Figure 1. Supply network.
Pins as bars on the die edge.
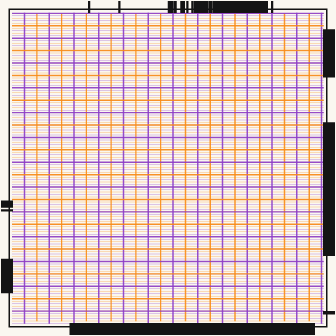
Figure 2. Cell classes on the final placement.
Scale bar: 100 um.
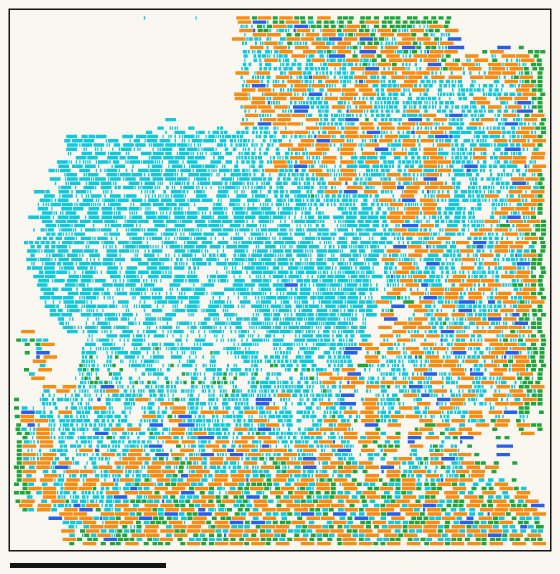
Figure 3. Routed clock nets over the placement.
Scale bar: 100 um.
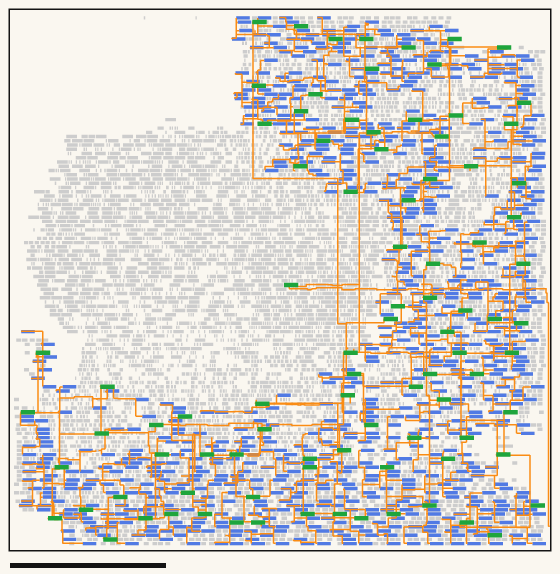
Figure 4. Signal wires by layer.
Only two layers are drawn.
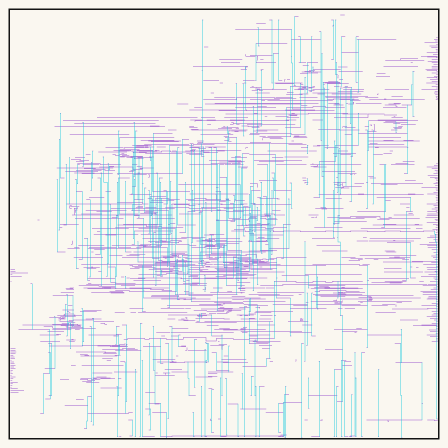
Figure 5. Clock routing.
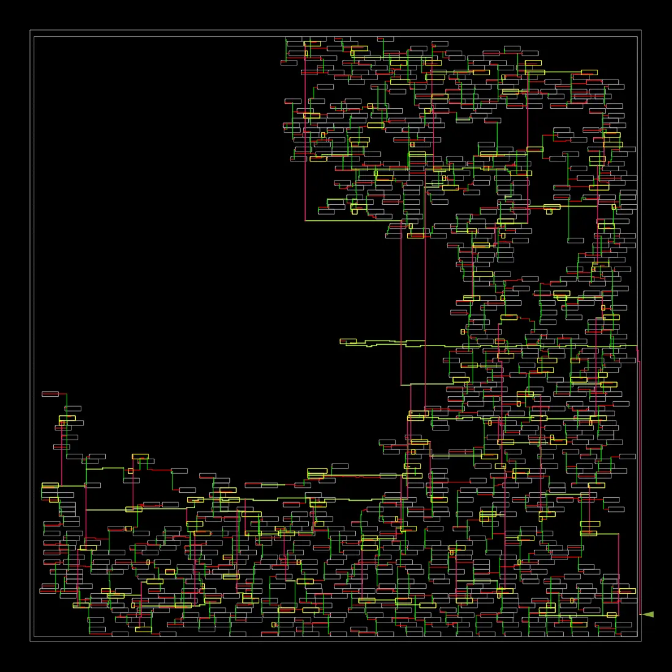
$ cat src/rtl/triangle_setup.sv
// triangle_setup
// Captures one 168-bit triangle word per handshake, derives the three edge
// functions (A, B, C) and the signed double-area, normalises winding so the
// interior is positive, clamps the bounding box to the screen and hands the
// result to the rasterizer over valid/ready. Degenerate or fully off-screen
// triangles are discarded and counted.
module triangle_setup #(
    parameter int SCREEN_W = 640,
    parameter int SCREEN_H = 480
) (
    input  logic         clk,
    input  logic         n_rst,
    input  logic [167:0] texel_buffer,
    input  logic         texel_ready,
    output logic         texel_read,
    output logic         setup_valid,
    input  logic         setup_ready,
    output logic [16:0]  setup_a0,
    output logic [16:0]  setup_a1,
    output logic [16:0]  setup_a2,
    output logic [16:0]  setup_b0,
    output logic [16:0]  setup_b1,
    output logic [16:0]  setup_b2,
    output logic [33:0]  setup_c0,
    output logic [33:0]  setup_c1,
    output logic [33:0]  setup_c2,
    output logic [34:0]  setup_area,
    output logic [15:0]  setup_xmin,
    output logic [15:0]  setup_xmax,
    output logic [15:0]  setup_ymin,
    output logic [15:0]  setup_ymax,
    output logic [47:0]  setup_z,
    output logic [23:0]  setup_color,
    output logic [15:0]  drop_count
);

    typedef enum logic [2:0] {
        S_IDLE   = 3'd0,
        S_EDGE0  = 3'd1,
        S_EDGE1  = 3'd2,
        S_EDGE2  = 3'd3,
        S_AREA   = 3'd4,
        S_ORIENT = 3'd5,
        S_OUTPUT = 3'd6
    } state_t;

    localparam logic signed [15:0] X_LIM = 16'(SCREEN_W - 1);
    localparam logic signed [15:0] Y_LIM = 16'(SCREEN_H - 1);

    state_t state_q, state_d;

    // ------------------------------------------------------------------
    // Unpack the incoming triangle word into per-vertex fields
    // ------------------------------------------------------------------
    logic signed [15:0] in_x [3];
    logic signed [15:0] in_y [3];
    logic        [15:0] in_z [3];

    generate
        for (genvar gi = 0; gi < 3; gi++) begin : g_unpack
            assign in_x[gi] = texel_buffer[48*gi      +: 16];
            assign in_y[gi] = texel_buffer[48*gi + 16 +: 16];
            assign in_z[gi] = texel_buffer[48*gi + 32 +: 16];
        end
    endgenerate

    // ------------------------------------------------------------------
    // Captured triangle
    // ------------------------------------------------------------------
    logic signed [15:0] vx_q [3];
    logic signed [15:0] vy_q [3];
    logic        [47:0] z_q;
    logic        [23:0] color_q;

    // Latch the triangle on the single cycle upstream offers it in IDLE
    always_ff @(posedge clk or negedge n_rst) begin
        if (!n_rst) begin
            for (int i = 0; i < 3; i++) begin
                vx_q[i] <= '0;
                vy_q[i] <= '0;
            end
            z_q     <= '0;
            color_q <= '0;
        end else if (state_q == S_IDLE && texel_ready) begin
            for (int i = 0; i < 3; i++) begin
                vx_q[i] <= in_x[i];
                vy_q[i] <= in_y[i];
            end
            z_q     <= {in_z[2], in_z[1], in_z[0]};
            color_q <= texel_buffer[167:144];
        end
    end

    // ------------------------------------------------------------------
    // Edge evaluation: one edge per cycle through two shared multipliers.
    // Edge k runs from vertex ia to vertex ib.
    // ------------------------------------------------------------------
    logic [1:0] ia, ib, edge_idx;
    logic       edge_en;

    // Pick the vertex pair for the edge computed in the current state
    always_comb begin
        ia       = 2'd0;
        ib       = 2'd1;
        edge_idx = 2'd2;
        edge_en  = 1'b0;
        case (state_q)
            S_EDGE0: begin ia = 2'd1; ib = 2'd2; edge_idx = 2'd0; edge_en = 1'b1; end
            S_EDGE1: begin ia = 2'd2; ib = 2'd0; edge_idx = 2'd1; edge_en = 1'b1; end
            S_EDGE2: begin ia = 2'd0; ib = 2'd1; edge_idx = 2'd2; edge_en = 1'b1; end
            default: ;
        endcase
    end

    logic signed [15:0] xa, ya, xb, yb;
    logic signed [31:0] mul_p, mul_n;
    logic signed [16:0] edge_a, edge_b;
    logic signed [33:0] edge_c;

    assign xa = vx_q[ia];
    assign ya = vy_q[ia];
    assign xb = vx_q[ib];
    assign yb = vy_q[ib];

    assign mul_p = xa * yb;
    assign mul_n = xb * ya;

    // Full-precision differences: 17 bits for A/B, 34 bits for C
    assign edge_a = {ya[15], ya} - {yb[15], yb};
    assign edge_b = {xb[15], xb} - {xa[15], xa};
    assign edge_c = {{2{mul_p[31]}}, mul_p} - {{2{mul_n[31]}}, mul_n};

    logic signed [16:0] ea_q [3];
    logic signed [16:0] eb_q [3];
    logic signed [33:0] ec_q [3];

    // Store the coefficients of the edge evaluated this cycle
    always_ff @(posedge clk or negedge n_rst) begin
        if (!n_rst) begin
            for (int i = 0; i < 3; i++) begin
                ea_q[i] <= '0;
                eb_q[i] <= '0;
                ec_q[i] <= '0;
            end
        end else if (edge_en) begin
            ea_q[edge_idx] <= edge_a;
            eb_q[edge_idx] <= edge_b;
            ec_q[edge_idx] <= edge_c;
        end
    end

    // ------------------------------------------------------------------
    // Area and clamped bounding box
    // ------------------------------------------------------------------
    logic signed [34:0] area_sum;
    logic signed [15:0] raw_xmin, raw_xmax, raw_ymin, raw_ymax;
    logic signed [15:0] clamp_xmin, clamp_xmax, clamp_ymin, clamp_ymax;

    assign area_sum = {ec_q[0][33], ec_q[0]} + {ec_q[1][33], ec_q[1]} + {ec_q[2][33], ec_q[2]};

    // Raw min/max over the three vertices, then clamp to the visible screen
    always_comb begin
        raw_xmin = vx_q[0];
        raw_xmax = vx_q[0];
        raw_ymin = vy_q[0];
        raw_ymax = vy_q[0];
        for (int i = 1; i < 3; i++) begin
            if (vx_q[i] < raw_xmin) raw_xmin = vx_q[i];
            if (vx_q[i] > raw_xmax) raw_xmax = vx_q[i];
            if (vy_q[i] < raw_ymin) raw_ymin = vy_q[i];
            if (vy_q[i] > raw_ymax) raw_ymax = vy_q[i];
        end
        clamp_xmin = (raw_xmin < 16'sd0) ? 16'sd0 : raw_xmin;
        clamp_xmax = (raw_xmax > X_LIM)  ? X_LIM  : raw_xmax;
        clamp_ymin = (raw_ymin < 16'sd0) ? 16'sd0 : raw_ymin;
        clamp_ymax = (raw_ymax > Y_LIM)  ? Y_LIM  : raw_ymax;
    end

    logic signed [34:0] area_q;
    logic signed [15:0] bxmin_q, bxmax_q, bymin_q, bymax_q;

    // Register area and clamped box in the AREA state
    always_ff @(posedge clk or negedge n_rst) begin
        if (!n_rst) begin
            area_q  <= '0;
            bxmin_q <= '0;
            bxmax_q <= '0;
            bymin_q <= '0;
            bymax_q <= '0;
        end else if (state_q == S_AREA) begin
            area_q  <= area_sum;
            bxmin_q <= clamp_xmin;
            bxmax_q <= clamp_xmax;
            bymin_q <= clamp_ymin;
            bymax_q <= clamp_ymax;
        end
    end

    // ------------------------------------------------------------------
    // Orientation / drop decision
    // ------------------------------------------------------------------
    logic tri_drop;
    logic area_neg;

    assign tri_drop = (area_q == '0) || (bxmin_q > bxmax_q) || (bymin_q > bymax_q);
    assign area_neg = area_q[34];

    logic signed [16:0] oa_q [3];
    logic signed [16:0] ob_q [3];
    logic signed [33:0] oc_q [3];
    logic signed [34:0] oarea_q;
    logic        [15:0] oxmin_q, oxmax_q, oymin_q, oymax_q;
    logic        [47:0] oz_q;
    logic        [23:0] ocolor_q;

    // Load the output registers with winding-normalised results; they then
    // stay frozen through OUTPUT regardless of backpressure
    always_ff @(posedge clk or negedge n_rst) begin
        if (!n_rst) begin
            for (int i = 0; i < 3; i++) begin
                oa_q[i] <= '0;
                ob_q[i] <= '0;
                oc_q[i] <= '0;
            end
            oarea_q  <= '0;
            oxmin_q  <= '0;
            oxmax_q  <= '0;
            oymin_q  <= '0;
            oymax_q  <= '0;
            oz_q     <= '0;
            ocolor_q <= '0;
        end else if (state_q == S_ORIENT && !tri_drop) begin
            for (int i = 0; i < 3; i++) begin
                oa_q[i] <= area_neg ? -ea_q[i] : ea_q[i];
                ob_q[i] <= area_neg ? -eb_q[i] : eb_q[i];
                oc_q[i] <= area_neg ? -ec_q[i] : ec_q[i];
            end
            oarea_q  <= area_neg ? -area_q : area_q;
            oxmin_q  <= bxmin_q;
            oxmax_q  <= bxmax_q;
            oymin_q  <= bymin_q;
            oymax_q  <= bymax_q;
            oz_q     <= z_q;
            ocolor_q <= color_q;
        end
    end

    // ------------------------------------------------------------------
    // FSM
    // ------------------------------------------------------------------

    // State register
    always_ff @(posedge clk or negedge n_rst) begin
        if (!n_rst) state_q <= S_IDLE;
        else        state_q <= state_d;
    end

    // Next-state logic: fixed compute sequence, drop or present, then handshake
    always_comb begin
        state_d = state_q;
        case (state_q)
            S_IDLE:   if (texel_ready) state_d = S_EDGE0;
            S_EDGE0:  state_d = S_EDGE1;
            S_EDGE1:  state_d = S_EDGE2;
            S_EDGE2:  state_d = S_AREA;
            S_AREA:   state_d = S_ORIENT;
            S_ORIENT: state_d = tri_drop ? S_IDLE : S_OUTPUT;
            S_OUTPUT: if (setup_ready) state_d = S_IDLE;
            default:  state_d = S_IDLE;
        endcase
    end

    logic        texel_read_q;
    logic        setup_valid_q;
    logic [15:0] drop_count_q;

    // Handshake flags registered from the next state so they line up with it
    always_ff @(posedge clk or negedge n_rst) begin
        if (!n_rst) begin
            texel_read_q  <= 1'b0;
            setup_valid_q <= 1'b0;
        end else begin
            texel_read_q  <= (state_d != S_IDLE);
            setup_valid_q <= (state_d == S_OUTPUT);
        end
    end

    // Saturating count of discarded triangles
    always_ff @(posedge clk or negedge n_rst) begin
        if (!n_rst) begin
            drop_count_q <= '0;
        end else if (state_q == S_ORIENT && tri_drop && drop_count_q != 16'hFFFF) begin
            drop_count_q <= drop_count_q + 16'd1;
        end
    end

    // ------------------------------------------------------------------
    // Outputs
    // ------------------------------------------------------------------
    assign texel_read  = texel_read_q;
    assign setup_valid = setup_valid_q;
    assign drop_count  = drop_count_q;

    assign setup_a0    = oa_q[0];
    assign setup_a1    = oa_q[1];
    assign setup_a2    = oa_q[2];
    assign setup_b0    = ob_q[0];
    assign setup_b1    = ob_q[1];
    assign setup_b2    = ob_q[2];
    assign setup_c0    = oc_q[0];
    assign setup_c1    = oc_q[1];
    assign setup_c2    = oc_q[2];
    assign setup_area  = oarea_q;
    assign setup_xmin  = oxmin_q;
    assign setup_xmax  = oxmax_q;
    assign setup_ymin  = oymin_q;
    assign setup_ymax  = oymax_q;
    assign setup_z     = oz_q;
    assign setup_color = ocolor_q;

endmodule

$ cat config.mk
export PLATFORM = sky130hd
export DESIGN_NAME = triangle_setup
export DESIGN_NICKNAME = d
export VERILOG_FILES = /design/src/rtl/triangle_setup.sv
export SDC_FILE = /design/constraint.sdc
export NUM_CORES = 2
export LEC_CHECK = 0
export CAP_MARGIN = 20
export CORE_MARGIN = 2
export CORE_UTILIZATION = 55
export CTS_CLUSTER_SIZE = 14
export DETAILED_ROUTE_END_ITERATION = 10
export PLACE_DENSITY = 0.81
export SLEW_MARGIN = 20
export SYNTH_ARGS = -nofsm -noshare
export SYNTH_HDL_FRONTEND = slang
export SYNTH_SLANG_ARGS = --single-unit
$ cat constraint.sdc
create_clock -name clk -period 13.2 [get_ports clk]
set_input_delay 1.98 -clock clk [delete_from_list [all_inputs] [get_ports clk]]
set_output_delay 1.98 -clock clk [all_outputs]
set_load 0.01 [all_outputs]
==> impl_metrics.tcl <==
# implementation run metrics
set metrics [dict create \
    placedCellCount 8515 \
    n_clock_buffer 118 \
    critPathRequiredTime_ns 13.72 \
    top_regs "ec_q: 99 flops, ea_q: 51 flops, eb_q: 51 flops" \
    worst-setup-path-type "register to register" \
    critical_path.startpoint_type "register" \
    ys_sh_simple_pct 11.5 \
    count_of_state_elements_after_synthesis 860 \
    hold_path_depth 1 \
    worst_setup_path_end_kind "register" \
    reg2reg_slack_ns 2.21 \
    tap-cell-count 1524 \
    timing.final.ws_setup_ns 2.21 \
    die-width_um 346 \
    critPathSlowestCell "sky130_fd_sc_hd__a221oi_1" \
    detailed_place.area_um2 71500 \
    post-synth-top-area-cell "sky130_fd_sc_hd__dfrtp_1" \
    logic_share_of_the_area_pct 51.7 \
    detailedPlacementHpwl_um 153000 \
    path_class_of_the_lowest_slack_min_delay_path "register to register" \
    grt_first_pass_wirelength_um 310000 \
    wire_length_on_met3_um 17100 \
    status "finished, final reports clean" \
    grt_overflow_total 0 \
    post_route_cells_drive_above_1_share_pct 5.35 \
    ys_warn_count 0 \
    max_freq_ghz 0.0910 \
    cts_buffer_depth 3 \
    regArea_um2 21500 \
    grt.met1_usage_pct 42.5 \
    openroad.warnings 46 \
    syn-cell-area_um2 64500 \
    yosysChipArea_um2 64500 \
    r2r_end "ec_q[31]" \
    first_global_vias 52580 \
    area_dominant_class "multi-input combinational cells" \
    top_signal_layer_used "met4" \
    timing_max_transition_violations_final 0 \
    tritoncts "built" \
    topCombFamilyByArea "adder cells" \
    synth_compound_gate_area_share_pct 11.1 \
    nonClkBufAreaFrac_pct 8.27 \
    cells_in_synth_stat_txt 6641 \
    diodes 11 \
    number_of_flip_flops_under_the_largest_register_name 99 \
    final_layout_top_logic_cell "sky130_fd_sc_hd__inv_1" \
    critPathTopFamily "adder cells" \
    worst_setup_hold_path_clk_slew_ns 0.06 \
    synth.top_cells.by_count "sky130_fd_sc_hd__dfrtp_1, sky130_fd_sc_hd__inv_1, sky130_fd_sc_hd__nand2_1" \
    antenna_found_initial 11 \
    layout.filler_cells 9196 \
    fp.dieArea_um2 120000 \
    initCoreUtil_pct 55.5 \
    num-nonclk-buffers 628 \
    place.port_buffers 562 \
    worstHoldEndpoint "setup_z[1]" \
    cts.repair.resized 0 \
    grt_most_used_layer "met2" \
    non_clock_inverter_count 876 \
    met2_length_um 94100 \
    dpl_worst_slack_ns 2.48 \
    fin_skew_ns 0.0537 \
    worstHoldStart "z_q[1]" \
    crit_path_max_fanout 66 \
    logic_area_um2 38600 \
    gp_routability_congestion 1.00 \
    timing.setup.tns_ns 0 \
    worstPathBufferInverterCount 6 \
    critical_path.endpoint "ec_q[31]" \
    clock_tree_area_fraction_pct 4.23 \
    drt-initial-drc-count 5464 \
    regToRegStartpoint "state_q[0]" \
    yosys-top-cells-area "sky130_fd_sc_hd__dfrtp_1, sky130_fd_sc_hd__fa_1, sky130_fd_sc_hd__ha_1, sky130_fd_sc_hd__inv_1, sky130_fd_sc_hd__nand2_1" \
    yosys.area_share.adder_pct 26.4 \
    path_depth 31 \
    timing.max_slew.rel_slack_pct 24.8 \
    final_cell_count_no_fill 8688 \
    htreeDepth 3 \
    critical_path.most_common_cell "sky130_fd_sc_hd__fa_1" \
    async_set_or_reset_register_ratio_after_synthesis_pct 100 \
    layout.sequential_cells 860 \
]
-- Figure 1 (at the start) --
VDD -> orange
VSS -> purple
met5 straps = 25
signal pins = 565
rows = 125
met4 straps = 25

-- Figure 2 (at the start) --
all other logic -> cyan  # cells 5503, share of their area 58%
flip-flops -> orange  # cells 860, share of their area 30%
clock drivers and dummy loads -> blue  # cells 162, share of their area 4.3%
other buffers and delay cells -> green  # cells 628, share of their area 8.5%
number of placement rows: 125
Seq area share: 28.8%
core utilization of the finished layout: 64.3%
placeable core area: 116000 um2

-- Figure 3 (at the start) --
flip-flops -> blue  # count 860
clock wires -> orange  # length 11000 um
cells driving clock nets -> green  # count 91
flops lie = spread over the die
routed clock nets = 92

-- Figure 4 (at the start) --
met4 -> cyan  # wire length 12500 um
met3 -> purple  # wire length 17100 um
average wire per standard cell: 23.0 um
number of vias after detailed routing: 51681
Routed WL: 199000 um
total global-route track usage: 33.5%

-- Figure 5 (at the start) --
clock buffer count from CTS: 91
number of clock sinks: 860

